===== src/rtl/axi_lite_master_cmd.sv =====
// Single-outstanding register-command to AXI4-Lite master bridge.
// Optional abort-on-timeout is compiled in with AXI_MASTER_CMD_TIMEOUT_EN.
module axi_lite_master_cmd #(
  parameter int unsigned ADDR_WIDTH     = 16,
  parameter int unsigned TIMEOUT_CYCLES = 1024
) (
  input  logic                  i_axi_clk,
  input  logic                  i_axi_rst,
  // Command / response
  input  logic                  i_cmd_valid,
  output logic                  o_cmd_ready,
  input  logic                  i_cmd_wr,
  input  logic [ADDR_WIDTH-1:0] i_cmd_addr,
  input  logic [31:0]           i_cmd_wdata,
  input  logic [3:0]            i_cmd_wstrb,
  output logic                  o_rsp_valid,
  input  logic                  i_rsp_ready,
  output logic [31:0]           o_rsp_rdata,
  output logic [1:0]            o_rsp_resp,
  output logic                  o_rsp_timeout,
  // AXI4-Lite write channels
  output logic                  o_awvalid,
  output logic [ADDR_WIDTH-1:0] o_awaddr,
  input  logic                  i_awready,
  output logic                  o_wvalid,
  output logic [31:0]           o_wdata,
  output logic [3:0]            o_wstrb,
  input  logic                  i_wready,
  input  logic                  i_bvalid,
  output logic                  o_bready,
  input  logic [1:0]            i_bresp,
  // AXI4-Lite read channels
  output logic                  o_arvalid,
  output logic [ADDR_WIDTH-1:0] o_araddr,
  input  logic                  i_arready,
  input  logic                  i_rvalid,
  output logic                  o_rready,
  input  logic [1:0]            i_rresp,
  input  logic [31:0]           i_rdata
);

  localparam logic [2:0] StIdle  = 3'd0;
  localparam logic [2:0] StWrite = 3'd1;
  localparam logic [2:0] StWresp = 3'd2;
  localparam logic [2:0] StRead  = 3'd3;
  localparam logic [2:0] StRdata = 3'd4;
  localparam logic [2:0] StResp  = 3'd5;

  if (TIMEOUT_CYCLES < 2) begin : g_bad_timeout
    $error("TIMEOUT_CYCLES must be >= 2");
  end

  logic [2:0]            state_q, state_d;
  logic [ADDR_WIDTH-1:0] addr_q, addr_d;
  logic [31:0]           wdata_q, wdata_d;
  logic [3:0]            wstrb_q, wstrb_d;
  logic                  awvalid_q, awvalid_d;
  logic                  wvalid_q, wvalid_d;
  logic                  bready_q, bready_d;
  logic                  arvalid_q, arvalid_d;
  logic                  rready_q, rready_d;
  logic [31:0]           rdata_q, rdata_d;
  logic [1:0]            resp_q, resp_d;

`ifdef AXI_MASTER_CMD_TIMEOUT_EN
  localparam int unsigned CntW = $clog2(TIMEOUT_CYCLES) + 1;

  logic [CntW-1:0] cnt_q, cnt_d;
  logic            timeout_q, timeout_d;
  logic            active, handshake, expired;

  assign active    = (state_q == StWrite) || (state_q == StWresp) ||
                     (state_q == StRead)  || (state_q == StRdata);
  // Any handshake this cycle defers the abort by at least one cycle.
  assign handshake = (awvalid_q & i_awready) | (wvalid_q & i_wready) |
                     (bready_q & i_bvalid) | (arvalid_q & i_arready) |
                     (rready_q & i_rvalid);
  assign expired   = active && !handshake && (cnt_q >= CntW'(TIMEOUT_CYCLES - 1));
`endif

  always_comb begin
    state_d   = state_q;
    addr_d    = addr_q;
    wdata_d   = wdata_q;
    wstrb_d   = wstrb_q;
    awvalid_d = awvalid_q;
    wvalid_d  = wvalid_q;
    bready_d  = bready_q;
    arvalid_d = arvalid_q;
    rready_d  = rready_q;
    rdata_d   = rdata_q;
    resp_d    = resp_q;

    case (state_q)
      StIdle: begin
        if (i_cmd_valid) begin
          addr_d  = i_cmd_addr;
          wdata_d = i_cmd_wdata;
          wstrb_d = i_cmd_wstrb;
          if (i_cmd_wr) begin
            awvalid_d = 1'b1;
            wvalid_d  = 1'b1;
            state_d   = StWrite;
          end else begin
            arvalid_d = 1'b1;
            state_d   = StRead;
          end
        end
      end
      StWrite: begin
        if (awvalid_q && i_awready) awvalid_d = 1'b0;
        if (wvalid_q && i_wready)   wvalid_d  = 1'b0;
        if (!awvalid_d && !wvalid_d) begin
          bready_d = 1'b1;
          state_d  = StWresp;
        end
      end
      StWresp: begin
        if (i_bvalid) begin
          resp_d   = i_bresp;
          rdata_d  = '0;
          bready_d = 1'b0;
          state_d  = StResp;
        end
      end
      StRead: begin
        if (i_arready) begin
          arvalid_d = 1'b0;
          rready_d  = 1'b1;
          state_d   = StRdata;
        end
      end
      StRdata: begin
        if (i_rvalid) begin
          rdata_d  = i_rdata;
          resp_d   = i_rresp;
          rready_d = 1'b0;
          state_d  = StResp;
        end
      end
      StResp: begin
        if (i_rsp_ready) state_d = StIdle;
      end
      default: begin
        state_d   = StIdle;
        awvalid_d = 1'b0;
        wvalid_d  = 1'b0;
        bready_d  = 1'b0;
        arvalid_d = 1'b0;
        rready_d  = 1'b0;
      end
    endcase

`ifdef AXI_MASTER_CMD_TIMEOUT_EN
    cnt_d     = cnt_q;
    timeout_d = timeout_q;
    if (state_q == StIdle && i_cmd_valid) begin
      cnt_d     = '0;
      timeout_d = 1'b0;
    end else if (active) begin
      cnt_d = cnt_q + 1'b1;
    end
    if (expired) begin
      awvalid_d = 1'b0;
      wvalid_d  = 1'b0;
      bready_d  = 1'b0;
      arvalid_d = 1'b0;
      rready_d  = 1'b0;
      rdata_d   = '0;
      resp_d    = 2'b10;
      timeout_d = 1'b1;
      state_d   = StResp;
    end
`endif
  end

  always_ff @(posedge i_axi_clk) begin
    if (!i_axi_rst) begin
      state_q   <= StIdle;
      addr_q    <= '0;
      wdata_q   <= '0;
      wstrb_q   <= '0;
      awvalid_q <= 1'b0;
      wvalid_q  <= 1'b0;
      bready_q  <= 1'b0;
      arvalid_q <= 1'b0;
      rready_q  <= 1'b0;
      rdata_q   <= '0;
      resp_q    <= '0;
`ifdef AXI_MASTER_CMD_TIMEOUT_EN
      cnt_q     <= '0;
      timeout_q <= 1'b0;
`endif
    end else begin
      state_q   <= state_d;
      addr_q    <= addr_d;
      wdata_q   <= wdata_d;
      wstrb_q   <= wstrb_d;
      awvalid_q <= awvalid_d;
      wvalid_q  <= wvalid_d;
      bready_q  <= bready_d;
      arvalid_q <= arvalid_d;
      rready_q  <= rready_d;
      rdata_q   <= rdata_d;
      resp_q    <= resp_d;
`ifdef AXI_MASTER_CMD_TIMEOUT_EN
      cnt_q     <= cnt_d;
      timeout_q <= timeout_d;
`endif
    end
  end

  assign o_cmd_ready = (state_q == StIdle);
  assign o_rsp_valid = (state_q == StResp);
  assign o_rsp_rdata = rdata_q;
  assign o_rsp_resp  = resp_q;
  assign o_awvalid   = awvalid_q;
  assign o_awaddr    = addr_q;
  assign o_wvalid    = wvalid_q;
  assign o_wdata     = wdata_q;
  assign o_wstrb     = wstrb_q;
  assign o_bready    = bready_q;
  assign o_arvalid   = arvalid_q;
  assign o_araddr    = addr_q;
  assign o_rready    = rready_q;

`ifdef AXI_MASTER_CMD_TIMEOUT_EN
  assign o_rsp_timeout = timeout_q;
`else
  assign o_rsp_timeout = 1'b0;
`endif

endmodule

===== config.mk =====
export PLATFORM = sky130hd
export DESIGN_NAME = axi_lite_master_cmd
export DESIGN_NICKNAME = d
export VERILOG_FILES = /design/src/rtl/axi_lite_master_cmd.sv
export SDC_FILE = /design/constraint.sdc
export NUM_CORES = 1
export LEC_CHECK = 0
export CORE_MARGIN = 1.5
export CORE_UTILIZATION = 36
export DETAILED_ROUTE_END_ITERATION = 6
export GPL_TIMING_DRIVEN = 1
export PLACE_DENSITY = 0.75
export SYNTH_ARGS = -nofsm -noshare
export SYNTH_HDL_FRONTEND = slang
export SYNTH_SLANG_ARGS = --single-unit
export TNS_END_PERCENT = 50

===== constraint.sdc =====
create_clock -name i_axi_clk -period 1.2 [get_ports i_axi_clk]
set_input_delay 0.24 -clock i_axi_clk [delete_from_list [all_inputs] [get_ports i_axi_clk]]
set_output_delay 0.24 -clock i_axi_clk [all_outputs]
set_load 0.005 [all_outputs]

==> impl_metrics.tcl <==
# yosys + openroad results
set metrics [dict create \
    run_status "complete, but fails checks" \
    violations "negative setup slack" \
    cts_hold_buf 0 \
    place_area_mm2 0.00617 \
    io_pins 208 \
    synth_cells 461 \
    grt_pass1_wl_mm 19.8 \
    cp.required_ns 1.48 \
    finalPower_uw 12100 \
    finalClockSkew_ns 0.00933 \
    synthSimpleGateAreaFrac_pct 21.9 \
    synth-edff-count 0 \
    path_max_fanout 5 \
    r2r-end "o_rsp_rdata[17]" \
    pg_clk_uw 2780 \
    grt_overflow 0 \
    rsz0062_at_grt "yes" \
    yosys.area.top_type "dfxtp_1" \
    grt_util_met1_pct 24.7 \
    clock_tree.root_cell "clkbuf_8" \
    diodes 0 \
    ff2ff_path_depth 7 \
    setup_viol 92 \
    cts_resized 250 \
    seqPwrFrac_pct 32.2 \
    yosys_most_used_dff "dfxtp_1" \
    worst_slack_ns -0.262 \
    startpoint_type "flip-flop" \
    slew_viol_final 0 \
    finalSetupTns_ns -15.25 \
    yosys.cell_count.top_type "nand2_1" \
    crit_chain "and4bb_1 -> buf_6 -> a21oi_4 -> buf_6 -> buf_6 -> nand2_2 -> a21boi_1" \
    clkTransAtPathRegs_ns 0.09 \
    post-cts-setup-buffer-count 23 \
    vias_per_cell 4.88 \
    cts.sinks 94 \
    grt_max_degree 33 \
    finalCriticalPeriod_ns 1.46 \
    synth_area_mm2 0.00391 \
    xor_share_pct 0 \
    slowest_delay_ns 0.40 \
    postSynthSeqShare_pct 48.1 \
    numCtsBuffers 9 \
]
-- area by class of cell --
| type | count | area [um^2] |
|---|---|---|
| Clock buffer | 11 | 141 |
| Clock inverter | 5 | 129 |
| Fill cell | 761 | 2990 |
| Inverter | 2 | 10.0 |
| Multi-Input combinational cell | 313 | 2120 |
| Sequential cell | 94 | 1980 |
| Tap cell | 136 | 170 |
| Timing Repair Buffer | 276 | 2880 |
-- worst max-delay path, delay by kind of cell (launching register included) --
kind | cells | cell delay [ns]
buf+inv | 3 | 0.38
flops | 1 | 0.40
compound gates | 2 | 0.32
simple gates | 2 | 0.30
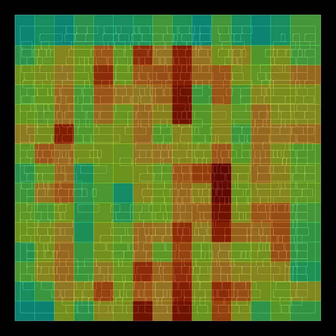
**Above:** routing congestion map.
gr busiest metal: met2
final core utilization: 71.3%

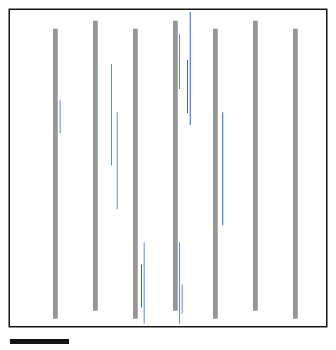
**Above:** the metal 4 layer.
Bar = 20 um. Supply wires on this layer in gray.
share of all routed wire: 2.0%
main direction: vertical
wire length on this layer: 268 um
longest straight run: 38.1 um
drt total wl: 13.7 mm
routed vias: 4084

